## src/rtl/cdb_arbiter.sv

```systemverilog
// cdb_arbiter: shares the two common data bus broadcast slots between
// NUM_REQ functional-unit result requesters with rotating round-robin
// priority. Granted results are registered and broadcast one cycle later
// as {tag, data}. A flush drops the results being granted that cycle.
//
// Handshake: a requester transfers its result on a rising clk edge where
// req_valid[i] && req_ready[i]. req_ready is combinational and may rise in
// the same cycle as req_valid. A requester keeps valid/tag/data stable until
// it sees ready, and may drop valid at any time. The CDB side has no
// back-pressure: each slot value is live for exactly one cycle.
module cdb_arbiter #(
  parameter int NUM_REQ = 4,
  parameter int TAG_W   = 6,
  parameter int DATA_W  = 32
) (
  input  logic                        clk,
  input  logic                        reset,
  input  logic                        flush,
  input  logic [NUM_REQ-1:0]          req_valid,
  input  logic [NUM_REQ*TAG_W-1:0]    req_tag,
  input  logic [NUM_REQ*DATA_W-1:0]   req_data,
  output logic [NUM_REQ-1:0]          req_ready,
  output logic [TAG_W+DATA_W-1:0]     cdb1,
  output logic [TAG_W+DATA_W-1:0]     cdb2,
  output logic                        cdb1_valid,
  output logic                        cdb2_valid,
  output logic [15:0]                 conflict_cnt
);

  localparam int PTR_W = (NUM_REQ > 1) ? $clog2(NUM_REQ) : 1;
  // One extra bit so rr_ptr + offset never overflows before the wrap.
  localparam int SUM_W = PTR_W + 1;
  localparam int CNT_W = $clog2(NUM_REQ + 1);
  localparam int SLOT_W = TAG_W + DATA_W;

  localparam logic [SUM_W-1:0] NUM_REQ_S  = SUM_W'(NUM_REQ);
  localparam logic [PTR_W-1:0] LAST_REQ   = PTR_W'(NUM_REQ - 1);
  localparam logic [CNT_W-1:0] CONFLICT_T = CNT_W'(2);

  logic [PTR_W-1:0] rr_ptr;

  logic             g1_found;
  logic             g2_found;
  logic [PTR_W-1:0] g1;
  logic [PTR_W-1:0] g2;
  logic [SUM_W-1:0] scan_idx;
  logic             grant_en;
  logic [CNT_W-1:0] valid_count;

  logic [TAG_W-1:0]  g1_tag;
  logic [TAG_W-1:0]  g2_tag;
  logic [DATA_W-1:0] g1_data;
  logic [DATA_W-1:0] g2_data;
  logic [PTR_W-1:0]  last_grant;
  logic [PTR_W-1:0]  next_ptr;

  // Grants are suppressed entirely while reset or flush is high.
  assign grant_en = !reset && !flush;

  // Round-robin scan from rr_ptr with explicit modulo wrap: first valid
  // requester takes slot 1, the second valid one takes slot 2.
  always_comb begin
    g1_found = 1'b0;
    g2_found = 1'b0;
    g1       = '0;
    g2       = '0;
    scan_idx = '0;
    for (int k = 0; k < NUM_REQ; k++) begin
      scan_idx = {1'b0, rr_ptr} + SUM_W'(k);
      if (scan_idx >= NUM_REQ_S) begin
        scan_idx = scan_idx - NUM_REQ_S;
      end
      if (req_valid[scan_idx[PTR_W-1:0]]) begin
        if (!g1_found) begin
          g1_found = 1'b1;
          g1       = scan_idx[PTR_W-1:0];
        end else if (!g2_found) begin
          g2_found = 1'b1;
          g2       = scan_idx[PTR_W-1:0];
        end
      end
    end
  end

  // Ready goes only to the (up to two) granted requesters.
  always_comb begin
    req_ready = '0;
    if (grant_en && g1_found) begin
      req_ready[g1] = 1'b1;
    end
    if (grant_en && g2_found) begin
      req_ready[g2] = 1'b1;
    end
  end

  // Number of requesters asserting valid this cycle, for conflict counting.
  always_comb begin
    valid_count = '0;
    for (int i = 0; i < NUM_REQ; i++) begin
      valid_count = valid_count + CNT_W'(req_valid[i]);
    end
  end

  // Select the granted payloads and the pointer that follows the last grant.
  always_comb begin
    g1_tag     = req_tag[g1*TAG_W +: TAG_W];
    g2_tag     = req_tag[g2*TAG_W +: TAG_W];
    g1_data    = req_data[g1*DATA_W +: DATA_W];
    g2_data    = req_data[g2*DATA_W +: DATA_W];
    last_grant = g2_found ? g2 : g1;
    next_ptr   = (last_grant == LAST_REQ) ? '0 : last_grant + PTR_W'(1);
  end

  // Slot registers, round-robin pointer and saturating conflict counter.
  always_ff @(posedge clk) begin
    if (reset) begin
      rr_ptr       <= '0;
      cdb1         <= '0;
      cdb2         <= '0;
      cdb1_valid   <= 1'b0;
      cdb2_valid   <= 1'b0;
      conflict_cnt <= '0;
    end else if (flush) begin
      // Idle encoding on both slots; pointer and counter hold.
      cdb1       <= '0;
      cdb2       <= '0;
      cdb1_valid <= 1'b0;
      cdb2_valid <= 1'b0;
    end else begin
      cdb1       <= g1_found ? {g1_tag, g1_data} : SLOT_W'(0);
      cdb2       <= g2_found ? {g2_tag, g2_data} : SLOT_W'(0);
      cdb1_valid <= g1_found;
      cdb2_valid <= g2_found;
      if (g1_found) begin
        rr_ptr <= next_ptr;
      end
      if (valid_count > CONFLICT_T && conflict_cnt != 16'hFFFF) begin
        conflict_cnt <= conflict_cnt + 16'd1;
      end
    end
  end

endmodule

```

## config.mk

```make
export PLATFORM = sky130hd
export DESIGN_NAME = cdb_arbiter
export DESIGN_NICKNAME = d
export VERILOG_FILES = /design/src/rtl/cdb_arbiter.sv
export SDC_FILE = /design/constraint.sdc
export NUM_CORES = 1
export LEC_CHECK = 0
export CORE_AREA = 2 2 127 129
export DETAILED_ROUTE_END_ITERATION = 12
export DIE_AREA = 0 0 129 131
export GPL_TIMING_DRIVEN = 0
export PLACE_DENSITY = 0.66
export SETUP_SLACK_MARGIN = 0.2
export SYNTH_ARGS = -nofsm -noshare
export SYNTH_HDL_FRONTEND = slang
export SYNTH_SLANG_ARGS = --single-unit
```

## constraint.sdc

```tcl
create_clock -name clk -period 7.6 [get_ports clk]
set_input_delay 1.14 -clock clk [delete_from_list [all_inputs] [get_ports clk]]
set_output_delay 1.14 -clock clk [all_outputs]
set_load 0.01 [all_outputs]
```

run_1/sizes.png
(2 px per um)
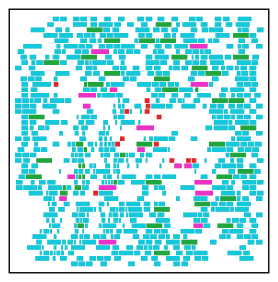
_0 and _1 cells: drawn in cyan, cells 685, share 90%. _3 and _4 cells: drawn in red, cells 13, share 1.7%. _2 cells: drawn in green, cells 49, share 6.4%. _6 and larger: drawn in magenta, cells 17, share 2.2%.
Buffers excl. clock: 299
post-route cell area: 8460 um^2

run_1/clocks.png
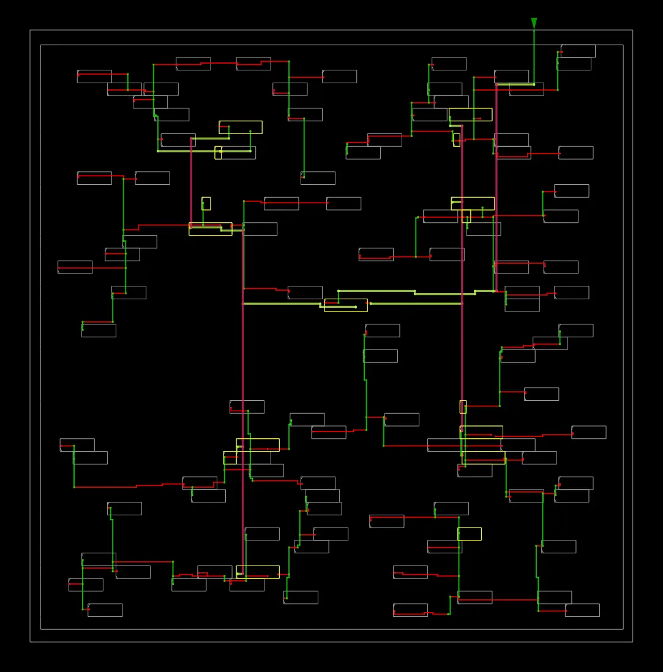
CTS buffer count: 9
Latency at later pin: 0.35 ns
TritonCTS Sinks: 96
CLK BUF: 13
Max Clock Skew: 0.00882 ns

run_1/placement_by_type.png
(4 px per um)
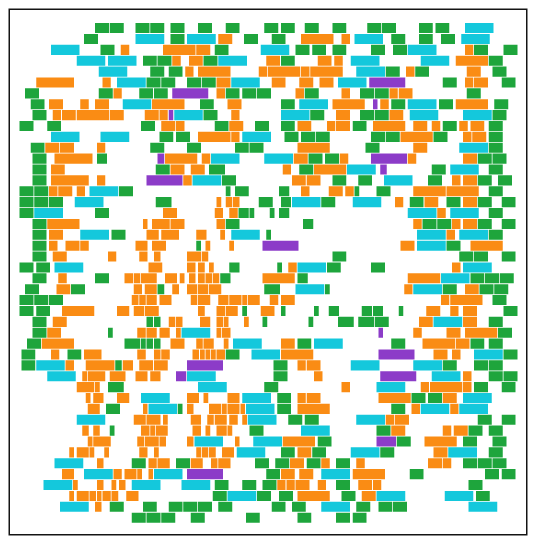
clock drivers and dummy loads: drawn in purple, cells 16, share of their area 3.3%. combinational and other logic: drawn in orange, cells 353, share of their area 39%. remaining buffers and delay cells: drawn in green, cells 299, share of their area 35%. sequential cells: drawn in cyan, cells 96, share of their area 23%.
core region area: 15,600 um^2
fin util: 54.2%
Rows: 46

==> flow_summary.json, run 1 <==
{
  "hold_violations": 0,
  "grt_pass1_wl_um": 29000,
  "rsz0062_at_grt": "false",
  "dp_hpwl_um": 14900,
  "drc_errors": 0,
  "wl_per_cell_um": 19.8,
  "synth_area_per_cell_um2": 10.9,
  "peakVddDrop_uv": 105,
  "nFillCells": 1426,
  "drt-vias-per-instance": 5.25,
  "cts-htree-levels": 3,
  "ctsHoldBuffers": 0,
  "antenna_cells": 0,
  "wl_um": 19400,
  "synthesis.nets": 658,
  "cp_max_fo": 10,
  "track_usage_pct": 22.3,
  "endpoint_kind": "output port",
  "tns_ns": 0,
  "fin_crit_ns": 5.89,
  "seqPwrFrac_pct": 31.9,
  "rr_endpoint": "cdb2[35]$_SDFF_PP0_",
  "p_sw_uw": 562,
  "status": "finished clean",
  "drv_slew": 0,
  "cp.required_ns": 6.46,
  "min_path_type": "reg -> reg",
  "antenna_found_initial": 0,
  "grt_util_met3_pct": 3.75,
  "path_class": "in -> out",
  "portBuffers": 256,
  "layout.nets": 925,
  "die_area_um2": 16900,
  "cts_resized": 0,
  "power.internal_uw": 1200,
  "root_buffer": "clkbuf_16",
  "grt.busiest_layer": "met2",
  "maxCapViolations": 0,
  "synth_chip_area_um2": 5360,
  "worst-endpoint-arrival_ns": 4.75,
  "comb_power_share_pct": 43.6,
  "yosysMostFrequentCell": "dfxtp_1",
  "top_cells_by_area": "dfxtp_1, mux2i_1, mux4_2",
  "grt.met1_usage_pct": 27.6,
  "pwr_density_cell_nw_per_um2": 209,
  "layoutNonFillerInstCount": 980,
  "ys_warn_count": 0,
  "dpl.cell_count": 964,
  "cts_tree": "built",
  "grt_max_degree": 15
}
run 1: metrics by stage:
| step | worst slack [ns] | instance area (um^2) | hold slack (ns) | utilization (%) |
|---|---|---|---|---|
| final | 1.71 | 8460 | 0.554 | 54.2 |
| after global routing | 1.44 | 8460 | 0.587 | 54.2 |
| after CTS | 1.75 | 8460 | 0.554 | 54.2 |
| after detailed placement | 1.77 | 8190 | 0.539 | 52.5 |
| after global placement | 1.77 | 8190 | 0.526 | 52.5 |
| after floorplan | 3.39 | 5360 | 0.543 | - |
run 1: layer usage:
metal,wire length (um),up-vias
met5,0,-
met4,507,0
met3,1150,36
met2,9680,220
met1,8050,2501
li1,-,2389
run 1: logic make-up (layout without fill, tap and decap cells):
logic type / count (synthesis) / in the layout / synth area share [%]
compound gates: 83 / 83 / 9.81
xor+xnor: 15 / 15 / 2.45
fa+ha+maj: 9 / 9 / 2.17
buf+inv: 51 / 323 / 5.53
flops: 96 / 96 / 35.9
mux: 120 / 120 / 31.5
simple gates: 118 / 118 / 12.7
run 1: power groups by stage:
stage | logic [uW] | registers (uW) | clock network [uW]
floorplan | 453 | 594 | 0
global route | 822 | 567 | 461
finish | 770 | 562 | 432
global placement | 759 | 573 | 0
CTS | 773 | 563 | 441
detailed placement | 769 | 574 | 0
run 1: critical path, stage by stage:
cell and delay [ns]:
clkdlybuf4s50_1 0.47, buf_2 0.21, mux2i_1 0.31, mux2i_1 0.17
ha_1 0.26, and3_1 0.19, o21ai_0 0.14, a31oi_1 0.18
nor2_1 0.51, buf_4 0.32, nand2_1 0.07, o22ai_1 0.14
clkdlybuf4s50_1 0.62
run 1: final cells by class:
type / instances / area, um^2 / share of cell area (%)
sequential: 96 / 1920 / 22.7
tap: 216 / 270 / 3.19
buffer: 43 / 267 / 3.15
multi-input combinational: 345 / 3140 / 37.1
clock inverter: 3 / 17.5 / 0.207
clock buffer: 13 / 250 / 2.96
timing repair buffer: 256 / 2560 / 30.3
inverter: 8 / 30.0 / 0.355
run 1: sequential cells by signal, summed over array words and instances, names as in the netlist:
name and flops:
cdb1_valid 1, rr_ptr 2, conflict_cnt 16, cdb2 38
cdb1 38, cdb2_valid 1
run 1: worst max path at each step:
stage	startpoint	end	slack, ns	depth (start not counted)
after floorplan	req_valid[0]	req_ready[2]	3.39	12
after global placement	req_valid[0]	req_ready[0]	1.77	14
after detailed placement	req_valid[0]	req_ready[2]	1.77	14
after CTS	req_valid[1]	req_ready[2]	1.75	13
after global routing	req_valid[1]	req_ready[0]	1.44	13
final	req_valid[1]	req_ready[2]	1.71	13
run 1: cell usage in the layout, fill, tap and decap left out, types with 11 or more instances in the layout:
| cell | synthesis | layout |
|---|---|---|
| clkbuf_1 | 18 | 21 |
| o22ai_1 | 44 | 44 |
| nand2_1 | 12 | 12 |
| mux2i_1 | 81 | 81 |
| mux4_2 | 35 | 35 |
| dfxtp_1 | 96 | 96 |
| buf_4 | 12 | 12 |
| and2_1 | 38 | 38 |
| o21ai_0 | 11 | 11 |
| nor2_1 | 21 | 21 |
| xnor2_1 | 13 | 13 |
| clkdlybuf4s50_1 | 0 | 256 |
run_1/layer_met3.png
(3 px per um)
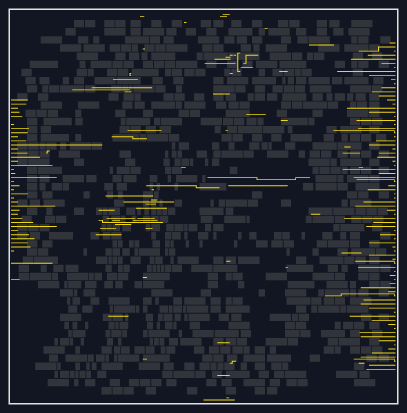

--- run 2 (diff from run 1) ---
--- a/config.mk
+++ b/config.mk
@@ -9,7 +9,7 @@
 export DETAILED_ROUTE_END_ITERATION = 12
 export DIE_AREA = 0 0 129 131
 export GPL_TIMING_DRIVEN = 0
-export PLACE_DENSITY = 0.66
+export PLACE_DENSITY = 0.69
 export SETUP_SLACK_MARGIN = 0.2
 export SYNTH_ARGS = -nofsm -noshare
 export SYNTH_HDL_FRONTEND = slang
==> constraint.sdc (replaced) <==
create_clock -name clk -period 5.2 [get_ports clk]
set_input_delay 0.78 -clock clk [delete_from_list [all_inputs] [get_ports clk]]
set_output_delay 0.78 -clock clk [all_outputs]
set_load 0.01 [all_outputs]
run_2/layer_met3.png
(3 px per um)
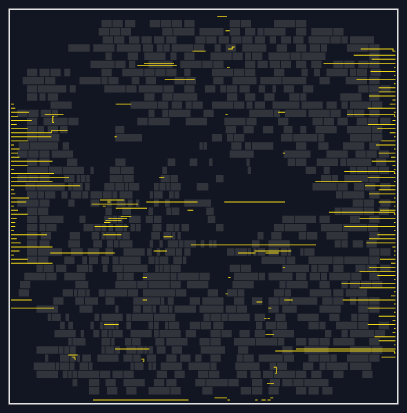
The wires run mostly horizontal. The layer carries 1,110 um of wire. The longest straight run is 41.4 um.

run_2/clocks.png
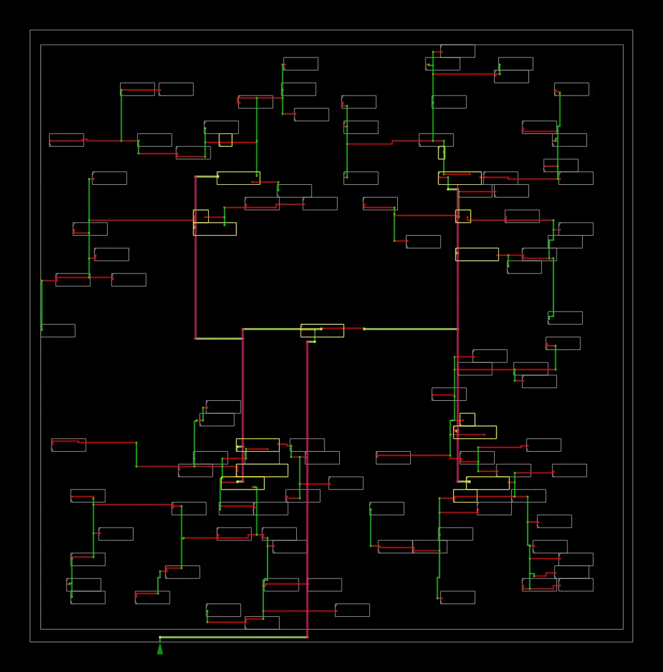
seq_cells: 96
Clock Power: 697 uW
CLK BUF: 11
Max Clock Skew: 0.00743 ns

==> flow_summary.json, run 2 <==
{
  "status": "finished clean",
  "core_area_um2": 15600,
  "peakVddDrop_uv": 148,
  "timing.hold.ws_ns": 0.552,
  "cts_buffers": 9,
  "top_cells_by_area": "dfxtp_1, mux2i_1, mux4_2",
  "maxCapViolations": 0,
  "portBuffers": 256,
  "synth_area_per_cell_um2": 10.9,
  "wl_um": 19000,
  "synthesis.nets": 658,
  "cp.required_ns": 4.42,
  "root_buffer": "clkbuf_16",
  "rows": 46,
  "comb_power_share_pct": 42.9,
  "grt_max_degree": 17,
  "fin_ws_ns": 0.414,
  "fin_crit_ns": 4.79,
  "worst-endpoint-arrival_ns": 4.01,
  "grt_pass1_wl_um": 28200,
  "hold_violations": 0,
  "antenna_found_initial": 0,
  "cp_max_fo": 10,
  "wl_per_cell_um": 19.4,
  "ys_warn_count": 0,
  "drt-vias-per-instance": 5.28,
  "power.internal_uw": 1820,
  "tns_ns": 0,
  "p_sw_uw": 838,
  "layout.nets": 927,
  "seqPwrFrac_pct": 30.9,
  "die_area_um2": 16900,
  "antenna_cells": 0,
  "rsz0062_at_grt": "false",
  "endpoint_kind": "output port",
  "layout_top_cell": "clkdlybuf4s50_1"
}
-- run 2: cell types whose count changed in the layout (fill, tap and decap cells not counted), sizes merged --
cell           previous run  this run
buf                      25        27
bufinv                    0         1
clkbuf                   31        29
clkdlybuf4s50           256       255
dlymetal6s2s              0         1
inv                       8         9
-- run 2: worst paths after layout --
check                                                  start                            to  slack (ns)  depth (start not counted)
worst min register to register  conflict_cnt[5]$_SDFFE_PP0P_  conflict_cnt[5]$_SDFFE_PP0P_        0.55                          2
worst min-delay path            conflict_cnt[5]$_SDFFE_PP0P_  conflict_cnt[5]$_SDFFE_PP0P_        0.55                          2
worst max-delay path                            req_valid[1]                  req_ready[2]        0.41                         10
worst max register to register        rr_ptr[1]$_SDFFE_PP0P_            cdb2[7]$_SDFF_PP0_        2.14                         12
-- run 2: critical path: stages --
cell and delay, ns:
clkdlybuf4s50_1 0.53, buf_2 0.22, buf_2 0.25, maj3_1 0.19, o21ai_0 0.21, nor3_2 0.56, clkbuf_1 0.44, nand2_1 0.11
o22ai_1 0.13, clkdlybuf4s50_1 0.58
-- run 2: layout make-up --
| class | instances | area, um^2 |
|---|---|---|
| plain buffers | 43 | 270 |
| clock buffers | 11 | 243 |
| clock inverters | 5 | 63.8 |
| fillers | 1397 | 7050 |
| inverters | 8 | 30.0 |
| multi-input cells | 345 | 3170 |
| flip-flops and latches | 96 | 1920 |
| well taps | 216 | 270 |
| repair buffers | 258 | 2580 |
-- run 2: timing repair --
action	in CTS	in global routing
setup endpoints to repair	2	4
buffers inserted	0	2
gates resized	2	5
pin swaps	0	1
-- run 2: cell families (layout without fill, tap and decap cells) --
| group | after synthesis | after routing | synth area share [%] |
|---|---|---|---|
| fa+ha+maj | 9 | 9 | 2.17 |
| mux | 120 | 120 | 31.5 |
| flops | 96 | 96 | 35.9 |
| compound gates | 83 | 83 | 9.81 |
| xor+xnor | 15 | 15 | 2.45 |
| buf+inv | 51 | 325 | 5.53 |
| simple gates | 118 | 118 | 12.7 |
-- run 2: stage by stage --
stage	cells	instance area (um^2)	total power [uW]	utilization, %
detailed placement	964	8190	1970	52.5
CTS	980	8510	2660	54.5
global placement	964	8190	1950	52.5
finish	982	8540	2660	54.8
floorplan	492	5360	1530	-
global route	982	8540	2780	54.8
-- run 2: per-layer routing --
| layer | up-vias | GRT usage [%] | share of wire (%) |
|---|---|---|---|
| met3 | 36 | 4.07 | 5.8 |
| met5 | - | 0 | 0 |
| li1 | 2402 | - | - |
| met2 | 212 | 40.0 | 51 |
| met1 | 2531 | 25.0 | 41 |
| met4 | 0 | 8.12 | 2.4 |
-- run 2: power groups by stage --
stage | Clock [uW] | Combinational [uW] | Sequential, uW
after floorplan | 0 | 662 | 869
after global placement | 0 | 1110 | 838
after detailed placement | 0 | 1130 | 838
after global routing | 739 | 1220 | 826
final | 697 | 1140 | 821
after CTS | 709 | 1130 | 821
Power is estimated from default activity; no workload was simulated.
